clock_nets.png
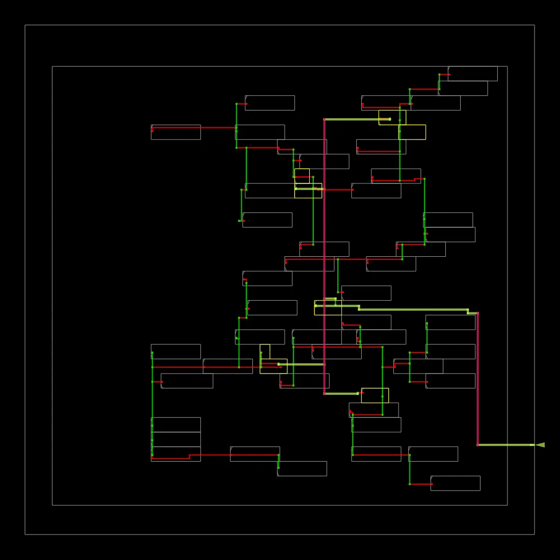
clock_wires.png
The bar under the picture is 20 µm long.
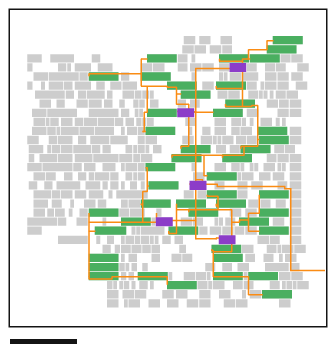
class_map.png
The bar under the picture is 20 µm long.
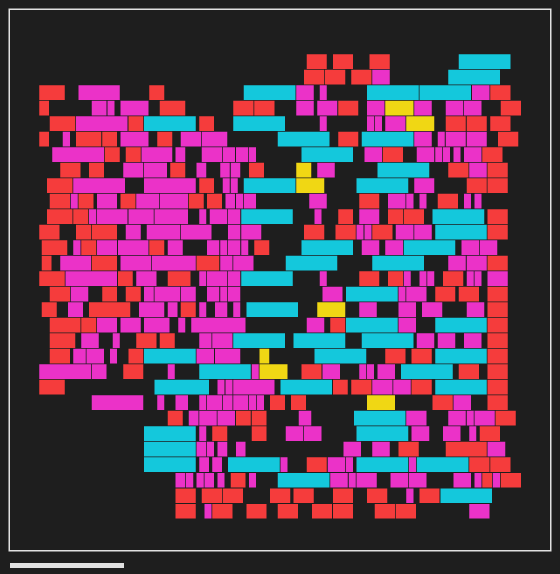
floorplan.png
Pins as bars on the die edge. Tap cells in gray.
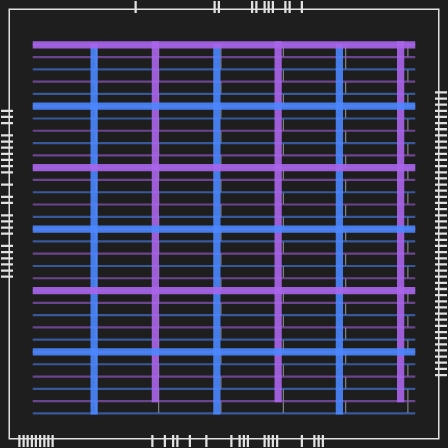
gates.png
The bar under the picture is 20 µm long.
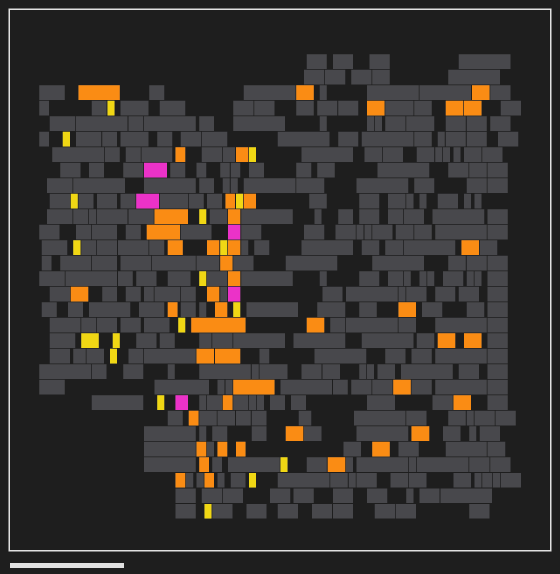
==> config.mk <==
export PLATFORM = sky130hd
export DESIGN_NAME = wfg_drive_pat_core_flat
export DESIGN_NICKNAME = d
export VERILOG_FILES = /design/src/rtl/wfg_drive_pat_core_if.sv /design/src/rtl/wfg_drive_pat_core.sv /design/src/flat_wrapper.sv
export SDC_FILE = /design/constraint.sdc
export NUM_CORES = 1
export LEC_CHECK = 0
export CAP_MARGIN = 0
export CORE_MARGIN = 5
export CORE_UTILIZATION = 39
export CTS_BUF_LIST = sky130_fd_sc_hd__clkbuf_4 sky130_fd_sc_hd__clkbuf_8
export DETAILED_ROUTE_END_ITERATION = 10
export PLACE_DENSITY = 0.77
export SKIP_CTS_REPAIR_TIMING = 1
export SLEW_MARGIN = 20
export SYNTH_ARGS = -nofsm -noshare
export SYNTH_HDL_FRONTEND = slang
export SYNTH_SLANG_ARGS = --single-unit
==> constraint.sdc <==
create_clock -name clk -period 2.24 [get_ports clk]
set_input_delay 0.336 -clock clk [delete_from_list [all_inputs] [get_ports clk]]
set_output_delay 0.336 -clock clk [all_outputs]
set_load 0.01 [all_outputs]
==> tab_implementation.tex <==
% Implementation results table
\begin{tabular}{lr}
\hline
Metric & Value \\
\hline
\multicolumn{2}{l}{\textbf{STA}} \\
WHS & 0.006236 ns \\
Setup repair after global routing missed its margin & yes \\
Setup-failing EPs final & 9 \\
Final critical-path setup slack & -0.7842 ns \\
Slew HR & 0.5453 \\
Portion of the clock cycle consumed by the worst path in the final layout & 1.350 \\
Max-slew violation total from the final report & 0 \\
Total negative slack & -6.325 ns \\
\multicolumn{2}{l}{\textbf{Synthesis}} \\
Most frequent cell after synthesis & sky130\_fd\_sc\_hd\_\_dfrtp\_1 \\
Mean instance size in the synthesized netlist & 10.15 µm² \\
Number of synthesized flops with an enable pin & 0 \\
Post-synthesis cell area & 2800 µm² \\
Top FF cell, synth & sky130\_fd\_sc\_hd\_\_dfrtp\_1 \\
Cell taking the most area after synthesis & sky130\_fd\_sc\_hd\_\_dfrtp\_1 \\
Proportion of netlist area held by the largest area contributor & 0.4021 \\
Post-synthesis sequential area ratio & 0.4115 \\
\# Cells Yosys & 276 \\
Number of library cell types mapped by synthesis & 43 \\
\multicolumn{2}{l}{\textbf{Clock tree}} \\
Clock H-tree levels & 2 \\
Clock tree from TritonCTS & done \\
Clock tree root buffer cell & sky130\_fd\_sc\_hd\_\_clkbuf\_8 \\
\multicolumn{2}{l}{\textbf{Route}} \\
WL final & 8.197 mm \\
Overall via count from detail\_route & 2670 \\
Final ANT Viol Nets & 0 \\
Drt initial violations & 76 \\
\multicolumn{2}{l}{\textbf{GRT}} \\
Most used routing layer in global routing & met2 \\
Overflow left after global routing & 0 \\
GRT met1 Usage & 0.2300 \\
Routing usage on met3 & 0.04940 \\
\multicolumn{2}{l}{\textbf{Power and ir drop}} \\
Comb pwr share & 0.320 \\
Part of the power in registers & 0.431 \\
Switching part of the total & 0.2822 \\
Sw power & 600.1 µW \\
Internal Power & 1.527 mW \\
Power density relative to cell area & 472.4 nW/µm² \\
\multicolumn{2}{l}{\textbf{Cells and area}} \\
Diodes inserted & 0 \\
\multicolumn{2}{l}{\textbf{Run status}} \\
Run status & finished, violations left \\
Violated checks & setup timing \\
\multicolumn{2}{l}{\textbf{Job}} \\
\# Max-Cap Violations & 0 \\
\multicolumn{2}{l}{\textbf{Place}} \\
Port Buf Inserts & 98 \\
Place WS & -1.484 ns \\
GP Congestion & 0.8559 \\
\multicolumn{2}{l}{\textbf{Die}} \\
Area of the die & 8975 µm² \\
Fraction of the core area occupied by cells at floorplan & 0.4054 \\
\multicolumn{2}{l}{\textbf{Setup path}} \\
Ordered cell list for the critical path & clkbuf\_2, inv\_2, ha\_4, a21o\_1, a211oi\_4, o31a\_1, buf\_12, mux2i\_1, ha\_1, or3\_4, a21oi\_4, o311a\_4, buf\_6, mux2i\_1, o22ai\_1 \\
Crit start category & input pin \\
Worst EP arrival & 3.20 ns \\
Crit path required time & 2.41 ns \\
Delay of the slowest cell on the worst path & 0.40 ns \\
\multicolumn{2}{l}{\textbf{Min path}} \\
Worst min path class & in2async \\
\hline
\end{tabular}
-- clock_nets.png (at the start) --
Num CTS Buffers: 5
power consumed by the clock network: 531 µW
Num Clock Sinks: 46

-- clock_wires.png (at the start) --
[clock-net drivers] purple | count: 5
[flip-flops] green | count: 46
[clock wires] orange | length: 554 µm
routed clock nets: 6
clock tree skew after final layout: 0.005981 ns
clock latency at the later pin of the worst-skew pair: 0.30 ns
relative contribution of the clock network to total power: 0.250

-- class_map.png (at the start) --
| class | color | cells |
|---|---|---|
| remaining logic cells | magenta | 220 |
| clock drivers and dummy loads | yellow | 8 |
| remaining buffers and delay cells | red | 142 |
| registers | cyan | 46 |
Core Box Area: 6907 µm²
final design utilization: 0.6518
share of the final layout cell area in sequential cells: 0.2560
Layout Cell Area excl Fill: 4502 µm²
# rows: 30

-- floorplan.png (at the start) --
| net | color |
|---|---|
| VDD | purple |
| VSS | blue |
met5 straps: 6
signal pins: 108
vertical extent of the die: 94.74 µm
x dimension of the die: 94.74 µm
peak supply drop: 0.2184 mV

-- gates.png (at the start) --
| family | color | cells |
|---|---|---|
| aoi and oai cells | orange | 45 |
| inv cells | yellow | 18 |
| and/or cells | magenta | 5 |
filler-free cell count of the finished design: 512
most common library cell in the layout ignoring fill and taps: sky130_fd_sc_hd__clkdlybuf4s50_1
Comb area share: 0.3788

## final cells by class
class	count	area (µm²)
inverters	18	72.57
well taps	96	120.1
flip-flops and latches	46	1152
fillers	579	2405
multi-input cells	202	1705
clock inverters	2	12.51
clock buffers	6	82.58
repair buffers	142	1356
## power by group through the flow
| stage | Sequential, mW | Combinational [mW] | Clock, mW |
|---|---|---|---|
| global placement | 0.929 | 0.606 | 0 |
| floorplan | 0.947 | 0.248 | 0 |
| finish | 0.916 | 0.680 | 0.531 |
| global route | 0.924 | 0.738 | 0.578 |
| detailed placement | 0.931 | 0.620 | 0 |
| CTS | 0.915 | 0.622 | 0.545 |
## cell families (layout without fill, tap and decap cells)
| family | after synthesis | count (layout) | share of synthesized area |
|---|---|---|---|
| muxes | 31 | 31 | 0.1117 |
| adders and majority gates | 16 | 16 | 0.07149 |
| xor gates and xnor gates | 16 | 16 | 0.05004 |
| AOI/OAI and AO/OA | 71 | 71 | 0.1971 |
| buffers and inverters | 28 | 168 | 0.05138 |
| and+or+nand+nor | 68 | 68 | 0.1068 |
| DFF | 46 | 46 | 0.4115 |
## layer usage
metal / vias up / wire [µm]
met5: - / 0
met2: 112 / 3776
met1: 1268 / 3562
met3: 13 / 713
met4: 0 / 144
li1: 1277 / -
## through the flow
stage / std cells / instance area (µm²) / power (mW)
finish: 512 / 4502 / 2.127
floorplan: 276 / 2859 / 1.195
detailed placement: 500 / 4198 / 1.550
global placement: 500 / 4198 / 1.535
CTS: 508 / 4293 / 2.083
global route: 512 / 4502 / 2.241
Power figures rest on the tool's default switching activity, not on a simulated workload.
